**Run 1: M3 wires**

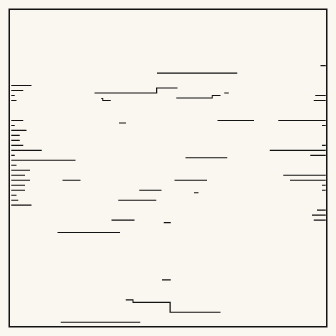
**Run 1: clock wiring as the flow saved it**

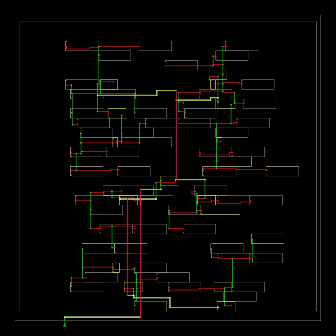
**Run 1: M2 wires**

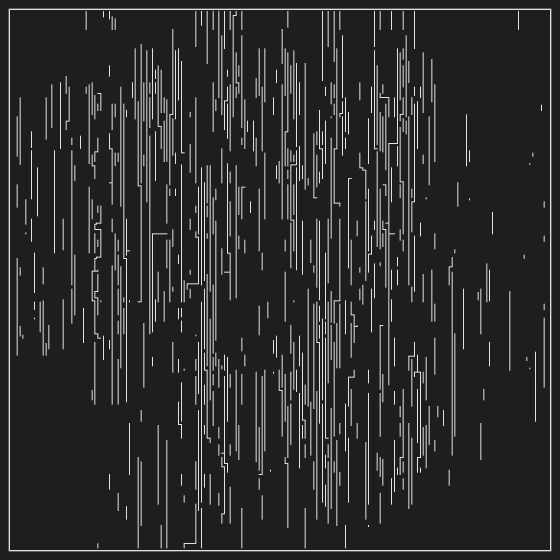
## src/rtl/cu_imm_encoder_if.sv

```systemverilog
// rtl/cu_imm_encoder_if.sv - handshake and status bundle for cu_imm_encoder
interface cu_imm_encoder_if #(
    parameter int ADDR_W = 8,
    parameter int ERR_W  = 8
);
    logic              in_valid;
    logic              in_ready;
    logic [1:0]        in_imm_src;
    logic [15:0]       in_base;
    logic [15:0]       in_imm;
    logic              addr_clr;
    logic              out_valid;
    logic              out_ready;
    logic [15:0]       out_instr;
    logic [ADDR_W-1:0] out_addr;
    logic              err_pulse;
    logic [ERR_W-1:0]  err_count;

    modport slave (
        input  in_valid, in_imm_src, in_base, in_imm, addr_clr, out_ready,
        output in_ready, out_valid, out_instr, out_addr, err_pulse, err_count
    );

    modport master (
        output in_valid, in_imm_src, in_base, in_imm, addr_clr, out_ready,
        input  in_ready, out_valid, out_instr, out_addr, err_pulse, err_count
    );
endinterface

```

## src/rtl/cu_imm_encoder.sv

```systemverilog
// rtl/cu_imm_encoder.sv - immediate encoder with output register + skid; optional range check under CU_IMM_RANGE_CHECK_EN
module cu_imm_encoder #(
    parameter int ADDR_W = 8,
    parameter int ERR_W  = 8
) (
    input  logic              clk,
    input  logic              rst_n,
    cu_imm_encoder_if.slave   bus
);
    logic              w_accept;
    logic              w_legal;
    logic              w_push;
    logic              w_load_out;
    logic [15:0]       w_enc;
    logic [ADDR_W-1:0] w_tag;
    logic              w_unused;

    logic              r_out_valid;
    logic [15:0]       r_out_instr;
    logic [ADDR_W-1:0] r_out_addr;
    logic              r_skid_valid;
    logic [15:0]       r_skid_instr;
    logic [ADDR_W-1:0] r_skid_addr;
    logic [ADDR_W-1:0] r_addr_cnt;

    assign w_accept   = bus.in_valid && !r_skid_valid;
    assign w_push     = w_accept && w_legal;
    assign w_load_out = !r_out_valid || bus.out_ready;
    // A clear that coincides with an accept tags that word with address 0
    assign w_tag      = bus.addr_clr ? '0 : r_addr_cnt;
    assign w_unused   = &{1'b0, bus.in_imm[15:11]};

    always_comb begin
        w_enc = bus.in_base;
        case (bus.in_imm_src)
            2'b00, 2'b01: begin
                w_enc[4:2]  = bus.in_imm[2:0];
                w_enc[12:8] = bus.in_imm[7:3];
            end
            2'b11: begin
                w_enc[4:2]  = bus.in_imm[2:0];
                w_enc[7:5]  = bus.in_imm[10:8];
                w_enc[12:8] = bus.in_imm[7:3];
            end
            default: w_enc = bus.in_base;
        endcase
    end

`ifdef CU_IMM_RANGE_CHECK_EN
    logic             r_err_pulse;
    logic [ERR_W-1:0] r_err_count;

    always_comb begin
        case (bus.in_imm_src)
            2'b00:   w_legal = (bus.in_imm[15:7] == 9'h000) || (bus.in_imm[15:7] == 9'h1FF);
            2'b01:   w_legal = (bus.in_imm[15:8] == 8'h00);
            2'b11:   w_legal = (bus.in_imm[15:11] == 5'h00);
            default: w_legal = 1'b0;
        endcase
    end

    always_ff @(posedge clk or negedge rst_n) begin
        if (!rst_n) begin
            r_err_pulse <= 1'b0;
            r_err_count <= '0;
        end else begin
            r_err_pulse <= w_accept && !w_legal;
            if (w_accept && !w_legal && (r_err_count != '1)) begin
                r_err_count <= r_err_count + ERR_W'(1);
            end
        end
    end

    assign bus.err_pulse = r_err_pulse;
    assign bus.err_count = r_err_count;
`else
    assign w_legal       = 1'b1;
    assign bus.err_pulse = 1'b0;
    assign bus.err_count = '0;
`endif

    always_ff @(posedge clk or negedge rst_n) begin
        if (!rst_n) begin
            r_out_valid  <= 1'b0;
            r_out_instr  <= '0;
            r_out_addr   <= '0;
            r_skid_valid <= 1'b0;
            r_skid_instr <= '0;
            r_skid_addr  <= '0;
            r_addr_cnt   <= '0;
        end else begin
            if (w_push) begin
                r_addr_cnt <= w_tag + ADDR_W'(1);
            end else if (bus.addr_clr) begin
                r_addr_cnt <= '0;
            end

            // Skid is only ever full while in_ready is low, so it never collides with a push
            if (w_load_out) begin
                if (r_skid_valid) begin
                    r_out_valid  <= 1'b1;
                    r_out_instr  <= r_skid_instr;
                    r_out_addr   <= r_skid_addr;
                    r_skid_valid <= 1'b0;
                end else if (w_push) begin
                    r_out_valid <= 1'b1;
                    r_out_instr <= w_enc;
                    r_out_addr  <= w_tag;
                end else begin
                    r_out_valid <= 1'b0;
                end
            end else if (w_push) begin
                r_skid_valid <= 1'b1;
                r_skid_instr <= w_enc;
                r_skid_addr  <= w_tag;
            end
        end
    end

    assign bus.in_ready  = !r_skid_valid;
    assign bus.out_valid = r_out_valid;
    assign bus.out_instr = r_out_instr;
    assign bus.out_addr  = r_out_addr;
endmodule
```

## src/flat_wrapper.sv

```systemverilog
// flat-port wrapper written by rule: the top's interface ports become plain ports
module cu_imm_encoder_flat 
#(
    parameter int ADDR_W = 8,
    parameter int ERR_W  = 8
)
  (clk, rst_n, bus_in_valid, bus_in_imm_src, bus_in_base, bus_in_imm, bus_addr_clr, bus_out_ready, bus_in_ready, bus_out_valid, bus_out_instr, bus_out_addr, bus_err_pulse, bus_err_count);
  cu_imm_encoder_if #(.ADDR_W(ADDR_W), .ERR_W(ERR_W)) bus_i ();
  input  logic clk;
  input  logic rst_n;
  input wire logic [$bits(bus_i.in_valid)-1:0] bus_in_valid;
  input wire logic [$bits(bus_i.in_imm_src)-1:0] bus_in_imm_src;
  input wire logic [$bits(bus_i.in_base)-1:0] bus_in_base;
  input wire logic [$bits(bus_i.in_imm)-1:0] bus_in_imm;
  input wire logic [$bits(bus_i.addr_clr)-1:0] bus_addr_clr;
  input wire logic [$bits(bus_i.out_ready)-1:0] bus_out_ready;
  output wire logic [$bits(bus_i.in_ready)-1:0] bus_in_ready;
  output wire logic [$bits(bus_i.out_valid)-1:0] bus_out_valid;
  output wire logic [$bits(bus_i.out_instr)-1:0] bus_out_instr;
  output wire logic [$bits(bus_i.out_addr)-1:0] bus_out_addr;
  output wire logic [$bits(bus_i.err_pulse)-1:0] bus_err_pulse;
  output wire logic [$bits(bus_i.err_count)-1:0] bus_err_count;
  assign bus_i.in_valid = bus_in_valid;
  assign bus_i.in_imm_src = bus_in_imm_src;
  assign bus_i.in_base = bus_in_base;
  assign bus_i.in_imm = bus_in_imm;
  assign bus_i.addr_clr = bus_addr_clr;
  assign bus_i.out_ready = bus_out_ready;
  assign bus_in_ready = bus_i.in_ready;
  assign bus_out_valid = bus_i.out_valid;
  assign bus_out_instr = bus_i.out_instr;
  assign bus_out_addr = bus_i.out_addr;
  assign bus_err_pulse = bus_i.err_pulse;
  assign bus_err_count = bus_i.err_count;
  cu_imm_encoder #(.ADDR_W(ADDR_W), .ERR_W(ERR_W)) u_core (.clk(clk), .rst_n(rst_n), .bus(bus_i));
endmodule
```

## config.mk

```make
export PLATFORM = sky130hd
export DESIGN_NAME = cu_imm_encoder_flat
export DESIGN_NICKNAME = d
export VERILOG_FILES = /design/src/rtl/cu_imm_encoder_if.sv /design/src/rtl/cu_imm_encoder.sv /design/src/flat_wrapper.sv
export SDC_FILE = /design/constraint.sdc
export NUM_CORES = 1
export LEC_CHECK = 0
export CAP_MARGIN = 20
export CORE_UTILIZATION = 40
export CTS_CLUSTER_SIZE = 28
export DETAILED_ROUTE_END_ITERATION = 8
export PLACE_DENSITY = 0.75
export SLEW_MARGIN = 30
export SYNTH_ARGS = -nofsm -noshare
export SYNTH_HDL_FRONTEND = slang
export SYNTH_SLANG_ARGS = --single-unit
```

## constraint.sdc

```tcl
create_clock -name clk -period 1.4 [get_ports clk]
set_input_delay 0.28 -clock clk [delete_from_list [all_inputs] [get_ports clk]]
set_output_delay 0.28 -clock clk [all_outputs]
set_load 0.05 [all_outputs]
```

==> flow_summary.json, run 1 <==
{
  "run_status": "complete, but fails checks",
  "netlist_instances": 293,
  "max_freq_mhz": 672,
  "drt-initial-drc-count": 91,
  "grt-ovfl-total": 0,
  "place.gp.congestion": 0.813,
  "fp_util": 0.416,
  "switching_share": 0.321,
  "setup_slack_ps": -88.6,
  "fin_crit_ps": 1490,
  "crit_fanout": 7,
  "grt_pass1_vias": 2305,
  "cts_setup_buffers": 0,
  "top_cells_by_area": "dfrtp_1 51%, o21ai_0 6.7%, a211oi_1 5.8%",
  "worstPathCellList": "buf_6, clkinvlp_4, buf_6",
  "edf_count": 0,
  "ys_warn_count": 0,
  "worst_path_most_repeated_cell": "buf_6",
  "drc": 0,
  "switching_power_uw": 1730,
  "path_class": "flop to primary output",
  "dr.max_layer_used": "met4",
  "violations": "setup timing",
  "synth_area_per_cell_um2": 9.69,
  "power.leakage_uw": 0.00193,
  "setup_viol_count_final": 10,
  "ff_latch_area_mm2": 0.00145,
  "fill_cells": 548,
  "viasPerCell": 5.00,
  "combPwrFrac": 0.320,
  "critPathMaxStageDelay_ps": 430,
  "netlist_area_mm2": 0.00284,
  "power.internal_uw": 3650,
  "grt_util_all_layers": 0.193,
  "hpwl_um": 4750,
  "finalCritPeriodShare": 1.06,
  "root_buffer": "clkbuf_8",
  "maxCapViolCount": 0
}
Notes on 'M3 wires' above:
The layer holds 5.0% of the routed length. The wires run mostly horizontal.
via count: 2405
GR Util met3: 0.0514
final wirelength: 6830 um

Notes on 'clock wiring as the flow saved it' above:
clkbuf count: 14
P_clk: 1550 uW
clk_lat worst skew: 340 ps
clock skew: 6.54 ps

Notes on 'M2 wires' above:
The longest straight run is 38.6 um. The wires run mostly vertical. The layer carries 3380 um of wire. The layer holds 49% of the routed length. 353 nets have wire on it.
GR Util met2: 0.310

==> run 1: metal layers <==
layer / vias up / track usage
li1: 1177 / -
met1: 1149 / 0.252
met2: 68 / 0.310
met3: 11 / 0.0514
met4: 0 / 0.0727
met5: - / 0
==> run 1: per-stage QoR <==
step | cells | hold slack, ps | area [um^2]
3_3_place_gp | 460 | 301 | 3970
4_1_cts | 477 | 478 | 4190
5_1_grt | 481 | 493 | 4370
3_5_place_dp | 460 | 305 | 3970
2_1_floorplan | 301 | -15.6 | 2880
6_report | 481 | 476 | 4370
==> run 1: path summary, 6_finish.rpt <==
path | start | to | slack [ps] | cells past startpoint
setup / recovery | u_core.r_skid_valid | bus_in_ready | -90 | 3
hold / removal | u_core.r_skid_addr[0] | u_core.r_skid_addr[0] | 480 | 2
setup reg to reg | u_core.bus.out_valid | u_core.bus.out_instr[10] | -20 | 6
hold reg to reg | u_core.r_skid_addr[0] | u_core.r_skid_addr[0] | 480 | 2
max in group asynchronous | rst_n | u_core.r_skid_valid | 650 | 3
min in group asynchronous | rst_n | u_core.bus.out_addr[3] | 490 | 3
==> run 1: sequential cells by signal, indices dropped and copies added (netlist names) <==
register              count
u_core.r_skid_addr        8
u_core.r_skid_instr      16
u_core.bus.out_instr     16
u_core.r_skid_valid       1
u_core.r_addr_cnt         8
u_core.bus.out_valid      1
u_core.bus.out_addr       8
==> run 1: power groups by stage <==
stage / Sequential, uW / Combinational, uW / Clock [uW]
after CTS: 2110 / 1630 / 1570
after global routing: 2140 / 1830 / 1650
after detailed placement: 2140 / 1620 / 0
final: 2110 / 1720 / 1550
after global placement: 2130 / 1590 / 0
after floorplan: 2420 / 486 / 0
==> run 1: worst register-to-register path, cell delays in order (launching register included) <==
cell	delay, ps
dfrtp_2	400
buf_4	150
nand2b_1	110
o21ai_2	90
buf_6	150
buf_12	140
o31ai_2	270
==> run 1: area by class of cell <==
| class | instances | share of cell area |
|---|---|---|
| Clock buffer | 14 | 0.0372 |
| Clock inverter | 2 | 0.00802 |
| Inverter | 3 | 0.00344 |
| Multi-Input combinational cell | 211 | 0.316 |
| Sequential cell | 58 | 0.333 |
| Tap cell | 96 | 0.0275 |
| Timing Repair Buffer | 97 | 0.275 |
==> run 1: cell families (layout without fill, tap and decap cells) <==
| kind of cell | count (synthesis) | count (layout) | synth area share |
|---|---|---|---|
| other | 1 | 9 | 0.00132 |
| AOI/OAI and AO/OA | 72 | 72 | 0.157 |
| DFF | 58 | 58 | 0.511 |
| xor gates and xnor gates | 3 | 3 | 0.00926 |
| and+or+nand+nor | 109 | 109 | 0.190 |
| buffers and inverters | 32 | 116 | 0.0635 |
| adders and majority gates | 1 | 1 | 0.00441 |
| muxes | 17 | 17 | 0.0635 |
==> run 1: layout by cell type (no fill, tap or decap), drive strengths merged, types with 3 or more instances in the layout <==
| master | n |
|---|---|
| buf | 64 |
| dfrtp | 58 |
| nand2 | 39 |
| o21ai | 39 |
| nor2 | 35 |
| clkdlybuf4s50 | 29 |
| a211oi | 22 |
| clkbuf | 14 |
| nand2b | 11 |
| o31ai | 11 |
| mux2i | 9 |
| conb | 9 |
| mux2 | 8 |
| and3b | 8 |
| or2 | 3 |
| and3 | 3 |
| nor4 | 3 |
**Run 1: wiring heat map**

Bar = 20 um. 17 x 17 tiles, from dark purple (low) to yellow (high), scaled to the fullest tile. Values are wire area over tile area, all layers added.
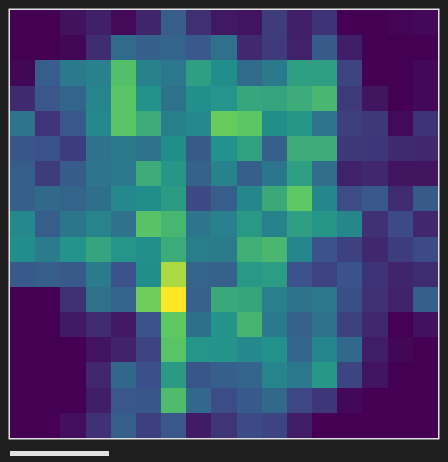

==> run 2: changes to the inputs <==
--- a/config.mk
+++ b/config.mk
@@ -9,7 +9,8 @@
 export CORE_UTILIZATION = 40
 export CTS_CLUSTER_SIZE = 28
 export DETAILED_ROUTE_END_ITERATION = 8
-export PLACE_DENSITY = 0.75
+export PLACE_DENSITY = 0.81
+export RECOVER_POWER = 50
 export SLEW_MARGIN = 30
 export SYNTH_ARGS = -nofsm -noshare
 export SYNTH_HDL_FRONTEND = slang
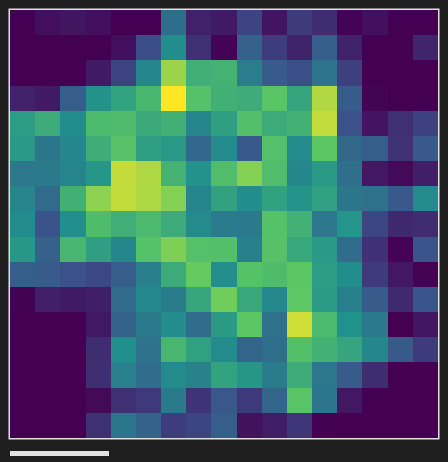
**Above:** run 2 (wiring heat map).
Bar = 20 um. 17 x 17 tiles, from dark purple (low) to yellow (high), scaled to the fullest tile. Values are wire area over tile area, all layers added.
The fullest tile reaches 0.41. 32% of the tiles are over half the peak. The densest ninth of the die: centre. The emptiest ninth of the die: lower left. 18% of the tiles are nearly empty. The mean over all tiles is 0.14.
wire per inst: 14.4 um
via count: 2400
final wirelength: 6810 um

==> run 2 against run 1 <==
The flow still finishes with violations (setup timing); critical endpoint unchanged; largest power group unchanged; largest cell class unchanged; routed wire length fell by 0.26%; sequential share of layout area rose by 1.3 points; hold slack got worse by 82 ps; clock skew barely moved; critical path type unchanged; die size did not move; final area fell by 3.8%; combinational power fell by 5%; non-clock buffer count fell by 8.
==> flow_summary.json, run 2 <==
{
  "cp-end-kind": "primary output",
  "synthFlopType": "dfrtp_1",
  "fin_crit_ps": 1450,
  "largest_area_cell": "dfrtp_1",
  "area_growth_pct": 48.0,
  "top_cells_by_count": "58 x dfrtp_1, 39 x nand2_1, 38 x o21ai_0",
  "antenna_left": 0,
  "hp-class": "input pin to flop",
  "viasPerCell": 5.08,
  "grt_pass1_vias": 2416,
  "critPathLaunchType": "flop",
  "clockBufferDepth": 2,
  "maxSlewHeadroom": 0.486,
  "vdd_drop_max_v": 0.000614,
  "most_common_cell": "dfrtp_1",
  "required_ps": 1120,
  "violations": "setup timing",
  "coreArea_mm2": 0.00683,
  "setup_slack_ps": -48.4,
  "clkTransAtPathRegs_ps": 60,
  "hold_violations": 0,
  "insertion_delay_ps": 340,
  "htreeDepth": 3,
  "root_buffer": "clkbuf_8",
  "drt-initial-drc-count": 147,
  "finalClockSkew_ps": 6.75,
  "synthArstFlopShare": 1.00,
  "slew_viol_final": 0,
  "synth_flop_count": 58,
  "fp_util": 0.416,
  "yosysChipArea_mm2": 0.00284,
  "worstPathArrival_ps": 1170,
  "power.leakage_uw": 0.00188,
  "rsz0062_at_grt": "yes",
  "maxCapViolCount": 0,
  "top_cells_by_area": "dfrtp_1 51%, o21ai_0 6.7%, a211oi_1 5.8%",
  "grt_util_all_layers": 0.192,
  "final_layout_size_suffix_gt1_frac": 0.261,
  "die_width_um": 86.2,
  "cts_tree": "yes",
  "ys_warn_count": 0,
  "port_buffers": 59,
  "drc": 0,
  "grt_pass1_wl_um": 11000,
  "fin_nets": 412,
  "fill_cells": 566,
  "rows": 30,
  "openroad.warnings": 34,
  "finalCritPeriodShare": 1.03,
  "path_class": "flop to primary output",
  "grt-ovfl-total": 0,
  "chipArea_mm2": 0.00744,
  "netlist_area_mm2": 0.00284,
  "ys_cells": 293,
  "antenna_found_initial": 0,
  "final_cell_mix": "56 x dfrtp_1, 39 x nand2_1, 38 x o21ai_0",
  "dr.pass1.iters": 6,
  "finalNonFillerCells": 472,
  "synth_top_area_share": 0.511,
  "netlist_instances": 293,
  "edf_count": 0,
  "die_h_um": 86.2,
  "diodes": 0,
  "synthDistinctLibCells": 30,
  "setup_tns_ps": -48.4,
  "cts.sinks": 58,
  "hpwl_um": 4710,
  "place.gp.congestion": 0.776,
  "layout_top_cell": "dfrtp_1",
  "top_level_ports": 74,
  "cts_made_buffers": 9,
  "crit_fanout": 8,
  "ys_seq_frac": 0.511,
  "run_status": "complete, but fails checks",
  "max_freq_mhz": 690,
  "dp.cells": 453,
  "max_slew.worst_pin.slew_ps": 771,
  "synth_area_per_cell_um2": 9.69,
  "setup_viol_count_final": 1
}
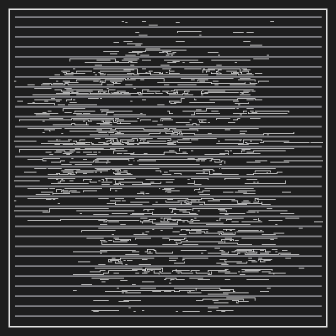
**Above:** run 2 (the metal 1 layer).
Supply wires on this layer in grey.
The layer holds 45% of the routed length. The wires run mostly horizontal. The longest straight run is 31.3 um. The layer carries 3060 um of wire.
GR Util met1: 0.248

==> run 2: cell count changes in the layout (fill, tap and decap cells not counted), moves of 2 or more <==
cell,delta
a211oi_2,-2
buf_6,-8
nand2b_4,+3
dlygate4sd2_1,-2
nand2b_1,-3
a211oi_1,+2
o31ai_2,-6
buf_4,-2
o31ai_1,+8
o31ai_4,-2
clkbuf_8,-2
clkinv_2,+3
==> run 2: layout make-up <==
cell class | instances | area [um^2] | share of cell area
multi-input combinational | 211 | 1330 | 0.317
tap | 96 | 120 | 0.0286
sequential | 58 | 1450 | 0.346
inverter | 3 | 16.3 | 0.00387
clock buffer | 11 | 131 | 0.0313
clock inverter | 4 | 20.0 | 0.00477
timing repair buffer | 89 | 1130 | 0.269
==> run 2: report_power, final <==
| group | switching (uW) | internal, uW |
|---|---|---|
| registers | 211 | 1910 |
| logic | 856 | 780 |
| clock network | 634 | 619 |
| total | 1700 | 3310 |
==> run 2: metal layers <==
layer  part of all wire  vias to the layer above  global-route usage
met5                  0                        -                   0
met2               0.50                       60               0.312
met3              0.037                        7              0.0362
met4              0.016                        0              0.0955
met1               0.45                     1179               0.248
li1                   -                     1154                   -
==> run 2: path summary, 6_finish.rpt <==
kind	end	slack, ps	start	depth (start not counted)
worst min-delay path	u_core.bus.out_valid	390	bus_out_ready	3
worst min register to register	u_core.r_skid_instr[15]	480	u_core.r_skid_instr[15]	2
worst max-delay path	bus_in_ready	-50	u_core.r_skid_valid	3
max in group asynchronous	u_core.bus.out_valid	180	rst_n	3
worst max register to register	u_core.bus.out_addr[5]	30	u_core.r_skid_valid	3
min in group asynchronous	u_core.r_addr_cnt[5]	670	rst_n	3
==> run 2: cell families after synthesis <==
family / synth area share
AND/OR/NAND/NOR: 0.190
AND-OR/OR-AND: 0.157
flip-flops: 0.511
buffers and inverters: 0.0635
multiplexers: 0.0635
XOR/XNOR: 0.00926
adder cells (fa/ha/maj): 0.00441
other: 0.00132
==> run 2: per-stage QoR <==
step	hold WS (ps)	setup slack (ps)	total power (uW)	instance area, um^2	utilization
after floorplan	-15.6	-8.80	2910	2880	-
after global placement	304	-476	3680	3900	0.571
after detailed placement	308	-602	3730	3900	0.571
after CTS	474	-74.9	4990	4090	0.599
after global routing	416	-70.4	5230	4200	0.615
final	394	-48.4	5010	4200	0.615
==> run 2: worst max-delay path, stage by stage, from the launching register on <==
cell,delay (ps)
dfrtp_2,480
buf_12,160
clkinv_4,50
buf_8,140
==> run 2: timing repair <==
item / 4_1_cts / 5_1_grt
hold buffers: 1 / 0
cloned: 0 / 1
setup buffers: 0 / 2
setup endpoints to repair: 18 / 25
resized: 10 / 14
hold endpoints to repair: 58 / 0
pin swaps: 1 / 1
Power and IR drop assume default switching activity.
